==> config.mk <==
export PLATFORM = sky130hd
export DESIGN_NAME = sn_output_arbiter
export DESIGN_NICKNAME = d
export VERILOG_FILES = /design/src/rtl/sn_output_arbiter_pkg.sv /design/src/rtl/sn_output_arbiter_rr_picker.sv /design/src/rtl/sn_output_arbiter.sv
export SDC_FILE = /design/constraint.sdc
export NUM_CORES = 1
export LEC_CHECK = 0
export ABC_AREA = 1
export CAP_MARGIN = 0
export CORE_MARGIN = 1.5
export CORE_UTILIZATION = 30
export CTS_BUF_LIST = sky130_fd_sc_hd__clkbuf_8
export CTS_CLUSTER_DIAMETER = 200
export DETAILED_ROUTE_END_ITERATION = 6
export GPL_TIMING_DRIVEN = 0
export HOLD_SLACK_MARGIN = 0.12
export PLACE_DENSITY = 0.77
export SYNTH_ARGS = -nofsm -noshare
export SYNTH_HDL_FRONTEND = slang
export SYNTH_SLANG_ARGS = --single-unit
==> constraint.sdc <==
create_clock -name clk -period 6.4 [get_ports clk]
set_input_delay 1.28 -clock clk [delete_from_list [all_inputs] [get_ports clk]]
set_output_delay 1.28 -clock clk [all_outputs]
set_load 0.03 [all_outputs]
==> src/rtl/sn_output_arbiter_pkg.sv <==
// sn_output_arbiter_pkg
//   Shared SiliconNet switch types used by the per-output arbiter:
//   port index type, raise/credit/grant structs, arbiter state enum,
//   credit width and a round-robin pointer helper.
//   Optional feature macro used by the arbiter: SN_ARB_MSG_LOCK_EN.
package sn_output_arbiter_pkg;

  localparam int SN_NUM_PORTS                 = 8;
  localparam int SN_FLITS_PER_PORT_DOWNSTREAM = 32;
  localparam int SN_PORT_W                    = $clog2(SN_NUM_PORTS);
  localparam int SN_ARB_CREDIT_WIDTH          = $clog2(SN_FLITS_PER_PORT_DOWNSTREAM + 1);

  typedef logic [SN_PORT_W-1:0] Port;

  typedef struct packed {
    logic                    valid;
    logic [SN_NUM_PORTS-1:0] dst_port_one_hot;
    logic                    last;
    logic                    msg_last;
  } SwitchRaise;

  typedef struct packed {
    logic valid;
    Port  port;
  } SwitchCredit;

  typedef struct packed {
    logic valid;
    Port  src_port;
    Port  dst_port;
  } SwitchGrant;

  typedef enum logic [1:0] {
    IDLE   = 2'd0,
    BUSY   = 2'd1,
    LOCKED = 2'd2
  } SN_ARB_STATE;

  // Port after p, wrapping at SN_NUM_PORTS (which need not be a power of two).
  function automatic Port sn_next_port(input Port p);
    if (int'(p) == SN_NUM_PORTS - 1) return '0;
    return Port'(int'(p) + 1);
  endfunction

endpackage

==> src/rtl/sn_output_arbiter_rr_picker.sv <==
// sn_rr_picker
//   Combinational round-robin picker: rotate the request vector so the
//   pointer position is bit 0, take the lowest set bit, then rotate the
//   index back.
//   Ports:
//     req_i    - one request bit per source port
//     ptr_i    - highest-priority port this round
//     any_o    - at least one request is set
//     winner_o - selected port (valid only when any_o)
module sn_rr_picker
  import sn_output_arbiter_pkg::*;
#(
  parameter int N  = SN_NUM_PORTS,
  parameter int PW = (N > 1) ? $clog2(N) : 1
) (
  input  logic [N-1:0]  req_i,
  input  logic [PW-1:0] ptr_i,
  output logic          any_o,
  output logic [PW-1:0] winner_o
);

  logic [N-1:0]  rot;
  logic [PW-1:0] idx;

  always_comb begin
    rot = '0;
    for (int i = 0; i < N; i++) begin
      rot[i] = req_i[PW'((i + int'(ptr_i)) % N)];
    end
    any_o = |rot;
    idx   = '0;
    for (int i = N - 1; i >= 0; i--) begin
      if (rot[i]) idx = PW'(i);
    end
    winner_o = PW'((int'(idx) + int'(ptr_i)) % N);
  end

endmodule

==> src/rtl/sn_output_arbiter.sv <==
// sn_output_arbiter
//   Per-output-port arbiter for the SiliconSwitch crossbar. Round-robin
//   arbitration at packet boundaries, gated by downstream flit credits;
//   a granted packet owns the port until its last phit. The grant is
//   combinational from registered state and the current raises.
//   Optional feature: define SN_ARB_MSG_LOCK_EN to keep a multi-packet
//   message on the port until its msg_last phit (no interleaving).
//   Ports:
//     clk, rst      - switch clock, synchronous active-high reset
//     raise_in      - one SwitchRaise per source port
//     credit_in     - downstream credit return
//     grant_out     - grant for this output port (drives the mux select)
//     busy          - state is not IDLE (registered)
//     owner         - current port holder, meaningful while busy
//     credit_count  - credits currently available
//     credit_err    - sticky: credit returned while already full
//
//   state  | meaning
//   -------+---------------------------------------------------
//   IDLE   | no owner; arbitrate among targeting raises
//   BUSY   | owner's packet mid-transfer; only owner is granted
//   LOCKED | between packets of owner's message (macro only)
module sn_output_arbiter
  import sn_output_arbiter_pkg::*;
#(
  parameter int OUT_PORT     = 0,
  parameter int INIT_CREDITS = SN_FLITS_PER_PORT_DOWNSTREAM,
  parameter int CREDIT_W     = $clog2(INIT_CREDITS + 1)
) (
  input  logic                              clk,
  input  logic                              rst,
  input  SwitchRaise [SN_NUM_PORTS-1:0]     raise_in,
  input  SwitchCredit                       credit_in,
  output SwitchGrant                        grant_out,
  output logic                              busy,
  output Port                               owner,
  output logic [CREDIT_W-1:0]               credit_count,
  output logic                              credit_err
);

  localparam logic [CREDIT_W-1:0] INIT_C = CREDIT_W'(INIT_CREDITS);

  SN_ARB_STATE           state_q, state_d;
  Port                   owner_q, owner_d;
  Port                   rr_ptr_q, rr_ptr_d;
  logic [CREDIT_W-1:0]   credit_q, credit_d;
  logic                  busy_q;
  logic                  credit_err_q;

  logic [SN_NUM_PORTS-1:0] req;
  logic                    pick_any;
  Port                     pick_w;
  logic                    grant_v;
  Port                     grant_src;
  logic                    start;
  logic                    ret;
  logic                    credit_full;
  logic                    credit_ok;
  SwitchRaise              cur;

  // Only the one-hot bit for this port is decoded; the rest are deliberately ignored.
  logic unused_raise;
  assign unused_raise = ^raise_in;

  always_comb begin
    req = '0;
    for (int i = 0; i < SN_NUM_PORTS; i++) begin
      req[i] = raise_in[i].valid & raise_in[i].dst_port_one_hot[OUT_PORT];
    end
  end

  sn_rr_picker #(
    .N  (SN_NUM_PORTS),
    .PW (SN_PORT_W)
  ) u_picker (
    .req_i    (req),
    .ptr_i    (rr_ptr_q),
    .any_o    (pick_any),
    .winner_o (pick_w)
  );

  assign cur         = raise_in[owner_q];
  assign credit_ok   = (credit_q != '0);
  assign credit_full = (credit_q == INIT_C);
  assign ret         = credit_in.valid && (credit_in.port == Port'(OUT_PORT));

  always_comb begin
    grant_v   = 1'b0;
    grant_src = owner_q;
    start     = 1'b0;
    state_d   = state_q;
    owner_d   = owner_q;
    rr_ptr_d  = rr_ptr_q;
    case (state_q)
      IDLE: begin
        if (credit_ok && pick_any) begin
          grant_v   = 1'b1;
          grant_src = pick_w;
          start     = 1'b1;
          owner_d   = pick_w;
          rr_ptr_d  = sn_next_port(pick_w);
          if (!raise_in[pick_w].last) begin
            state_d = BUSY;
          end
`ifdef SN_ARB_MSG_LOCK_EN
          else if (!raise_in[pick_w].msg_last) begin
            state_d = LOCKED;
          end
`endif
        end
      end
      BUSY: begin
        // Credit for the whole packet was taken at its first phit.
        if (req[owner_q]) begin
          grant_v = 1'b1;
          if (cur.last) begin
            state_d = IDLE;
`ifdef SN_ARB_MSG_LOCK_EN
            if (!cur.msg_last) state_d = LOCKED;
`endif
          end
        end
      end
`ifdef SN_ARB_MSG_LOCK_EN
      LOCKED: begin
        // Packet starts inside a message leave the round-robin pointer alone.
        if (credit_ok && req[owner_q]) begin
          grant_v = 1'b1;
          start   = 1'b1;
          if (!cur.last) begin
            state_d = BUSY;
          end else if (cur.msg_last) begin
            state_d = IDLE;
          end
        end
      end
`endif
      default: state_d = IDLE;
    endcase
  end

  // Consume and return in the same cycle cancel; a return when full saturates.
  always_comb begin
    credit_d = credit_q;
    case ({start, ret})
      2'b10:   credit_d = credit_q - CREDIT_W'(1);
      2'b01:   credit_d = credit_full ? credit_q : credit_q + CREDIT_W'(1);
      default: credit_d = credit_q;
    endcase
  end

  always_comb begin
    grant_out = '0;
    if (!rst) begin
      grant_out.valid    = grant_v;
      grant_out.src_port = grant_v ? grant_src : Port'(0);
      grant_out.dst_port = Port'(OUT_PORT);
    end
  end

  always_ff @(posedge clk) begin
    if (rst) begin
      state_q      <= IDLE;
      owner_q      <= '0;
      rr_ptr_q     <= '0;
      credit_q     <= INIT_C;
      busy_q       <= 1'b0;
      credit_err_q <= 1'b0;
    end else begin
      state_q      <= state_d;
      owner_q      <= owner_d;
      rr_ptr_q     <= rr_ptr_d;
      credit_q     <= credit_d;
      busy_q       <= (state_d != IDLE);
      credit_err_q <= credit_err_q | (ret & credit_full);
    end
  end

  assign busy         = busy_q;
  assign owner        = owner_q;
  assign credit_count = credit_q;
  assign credit_err   = credit_err_q;

endmodule
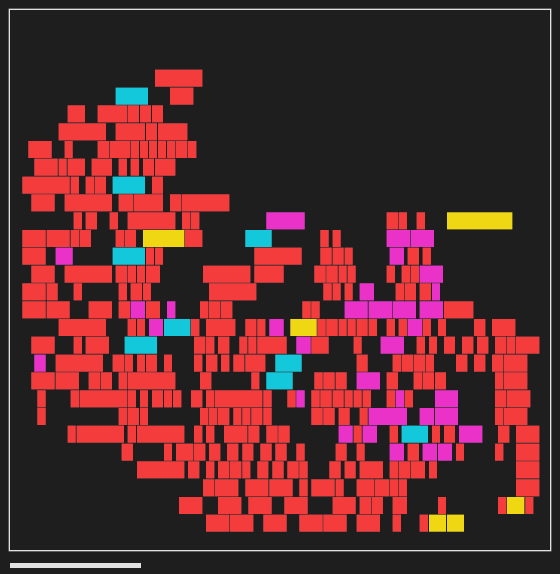
Fig. 1. Drive-strength map.
Scale bar: 20 um.
- drive 6 and up: cyan (cells 9; share 2.6%)
- drive 3 to 4: yellow (cells 6; share 1.7%)
- drive 2: magenta (cells 33; share 9.4%)
- drive 1 or less: red (cells 303; share 86%)
post-route cell area: 2490 um^2
Final Worst Setup Slack: 0.485 ns
area growth from synthesis to layout: 31.1%

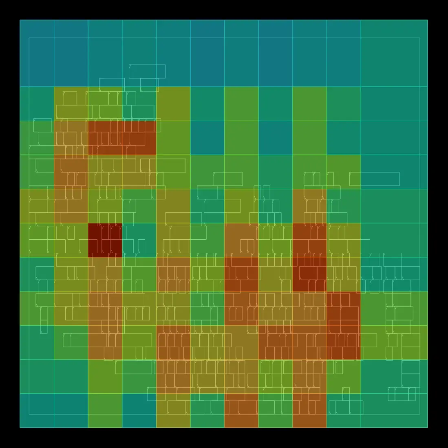
Fig. 2. Routing congestion.
core occupancy in the finished layout: 41.3%
most used routing layer: met2
global-route track usage on met1: 19.4%
met2 routing resource usage after global routing: 29.3%

==> CHANGELOG.md <==
### Metrics

* Max Cap Viol at 0
* Final Max Tran Viols at 0
* Number of antenna-violating nets in the routed design at 0
* Setup WS pre-CTS at 0.493 ns
* Buffers outside the clock class at 53
* Met2 Routed Length at 2450 um
* Max-area cell class: logic gates
* Post-synth top area share at 16.9%
* Final setup violation count at 0
* Number of gates given a new drive strength after cts at 0
* Share of layout cells above drive strength 1 at a little over an eighth
* Yosys stat area at 1900 um^2
* Number of antenna violations at the first check in global routing at 0
* Critical-path maximum fanout at 3
* WL met1 at 2370 um
* Number of clock buffers inserted by TritonCTS at 3
* Status: finished clean
* Routed wire length at approximately 5000 um
* Mean area per synthesized cell at about 6.3 um^2
* Root buffer cell: clkbuf_8
* Worst IR Drop VDD at about 0.27 mV
* Via count of the first global-routing pass at 2049
* Worst Hold Launch: credit_err
* Detailed Route Iter0 Violations at 71
* Uppermost layer routed: met4
* Area after detailed placement at 2430 um^2
* Final clock period utilization by the worst path at around 92%
* Register-to-Register Setup Slack at 2.76 ns
* TritonCTS clock tree: yes
* Unique masters post-synth at 33
* Number of vias per cell after detailed routing at 4.99
* Worst hold slack at 0.492 ns
* Number of clock buffers in the layout at 4
* Worst-case clock skew at 0.00274 ns
* Standard-cell row count at 28
* Tally of OpenROAD warnings at a little over 90
* Critical register-to-register path startpoint: rr_ptr_q[0]
* Post-detail-place hpwl at 4070 um
* Number of optimization iterations in the first detailed-route pass at 4
* Post-CTS setup repair buffer count at 0
* Highest achievable clock rate at about 170 MHz
* Critical path destination: grant_out[5]
* Post-synthesis sequential element count at 16
* Crit Path Class: primary input to primary output
* Reg2reg path depth at 22
* Top post-synthesis cells by area: dfxtp_1 17%, nand2_1 13%, nand3_1 13%
* Capture point of the worst reg-to-reg path: credit_count[5]
* Leakage power of the design at approximately 1.2 nW
* Ys cells at between 300 and 400
* Most frequent logic cell in the layout: nand2_1
* Clock slew seen by the registers of the worst setup and hold paths at roughly 0.070 ns
* Top cells excl fill/tap: 67 x nand2_1, 50 x nand3_1, 43 x clkdlybuf4s50_1
* Global router's overall resource usage at between 10% and 20%
* Footprint of the multi-input gates at roughly 1400 um^2
* Crit path launch type: primary input
* Proportion of cell area spent on the clock network at 2.21%
* Cell type with the largest total area after synthesis: dfxtp_1
* Post-cts hold-fix buffer tally at 0
* Gate count after technology mapping at 301
* Initial Utilization at 31.5%
* Per-cell routed wire length at 12.0 um
* FILL cells at approximately 640
* Synthesis warning total at 0
* Hold WC Path Type: flip-flop to flip-flop
* Number of top-level pins at roughly 110
* Sequential cell count at 16
* First-pass GRT wire length at 8650 um
* Cell area after technology mapping at around 1900 um^2
* RSZ-0062 raised after global routing: no
* Area enclosed by the die boundary at ~7000 um^2
* Core region area at 6030 um^2
* Final std cells w/o fill at 426
* Wire length on met3 at 254 um
* Endpoint with the worst hold slack: credit_err
* Area taken by flip-flops and latches at ~320 um^2
* Share of cell area taken by flip-flops and latches at approximately an eighth
* Number of buffers on the longest clock path at 2
* CP startpoint: raise_in[87]
* Global placement routability congestion at between 0.8 and 0.9
* Deepest level of the CTS H-tree at 1
* Net count, final at ~460
* Die Y-Extent at 82.5 um
* Tap cells at about 75
* CP required at between 5 and 6 ns
* Count of placed standard cells including taps at ~420
* Data arrival time at the worst-slack endpoint at ~4.6 ns
* Overall power after layout at 1.51 mW
* Clk sinks at 16
* Logic Gate Count at 247
* Chip Width at around 83 um
* Total of buffers placed on input and output ports at 43
* DRC violation count after routing at 0
* Type of element capturing the critical path: primary output
* Count of antenna diodes in the layout at 0
* Cell Pwr Density at just over 600 nW/um^2
* TNS Setup at 0 ns
* Detailed-route via count at 2126
* Share of synthesized area occupied by flip-flops and latches at 16.9%
* Non-clock inverter count in the final layout at 31
* Combinational share of cell area at 55.6%
* Pin count of the biggest net entering global routing at 11
* Remaining global-route overflow at 0
* Hold Fails Final Rpt at 0
* Min cycle time layout at 5.91 ns
* Source-to-sink clock delay at the later pin of the worst-skew pair at 0.26 ns
* Worst hold path depth at 2
* Share of final layout cell area taken by non-clock buffers at 20.8%
## sequential cells by signal, summed over array words and instances (netlist names)
register and flops:
owner 3, busy 1, credit_err 1, rr_ptr_q 3, credit_count 6, state_q 2
## cell families (layout without fill, tap and decap cells)
logic type	Yosys count	in the layout	share of synthesized area, %
xor gates and xnor gates	7	7	5.01
and+or+nand+nor	181	181	47.3
DFF	16	16	16.9
buffers and inverters	41	88	10.8
adders and majority gates	10	10	7.39
other	1	4	0.198
AOI/OAI and AO/OA	45	45	12.5
## report_power, final
group          switching (mW)  total, mW  internal, mW  leakage (nW)
logic                   0.760       1.23         0.467         0.995
clock network          0.0400     0.0948        0.0548        0.0288
registers              0.0477      0.185         0.137         0.133
## Yosys cell counts, drive strengths merged
cell type	instances
dfxtp	16
ha	8
nor3	3
conb	1
and2	1
o22ai	1
nand4	2
a21boi	1
a21o	1
clkbuf	1
fa	2
buf	9
nand3b	3
o211ai	1
xnor2	1
nor2	28
a21oi	21
o21ai	18
clkinv	2
inv	29
nand2	80
nand3	63
a31oi	2
nor4	1
xor2	6
## worst max-delay path: stages
cell and delay (ns):
clkdlybuf4s50_1 0.46, nand2_1 0.10, nand2_1 0.13, nand3_1 0.12, nand3_1 0.10, nand2_1 0.07
a21oi_1 0.14, o21ai_0 0.08, nand2_1 0.07, a21boi_0 0.08, ha_1 0.20, fa_1 0.39
xor2_1 0.18, inv_1 0.06, nand3_1 0.12, nand2_1 0.11, o21ai_0 0.27, nor2_1 0.07
clkdlybuf4s50_1 0.60
## per-layer routing
layer | vias up | global-route usage (%)
li1 | 1099 | -
met1 | 963 | 19.4
met2 | 59 | 29.3
met3 | 5 | 2.31
met4 | 0 | 4.17
met5 | - | 0
Power and IR drop assume default switching activity.
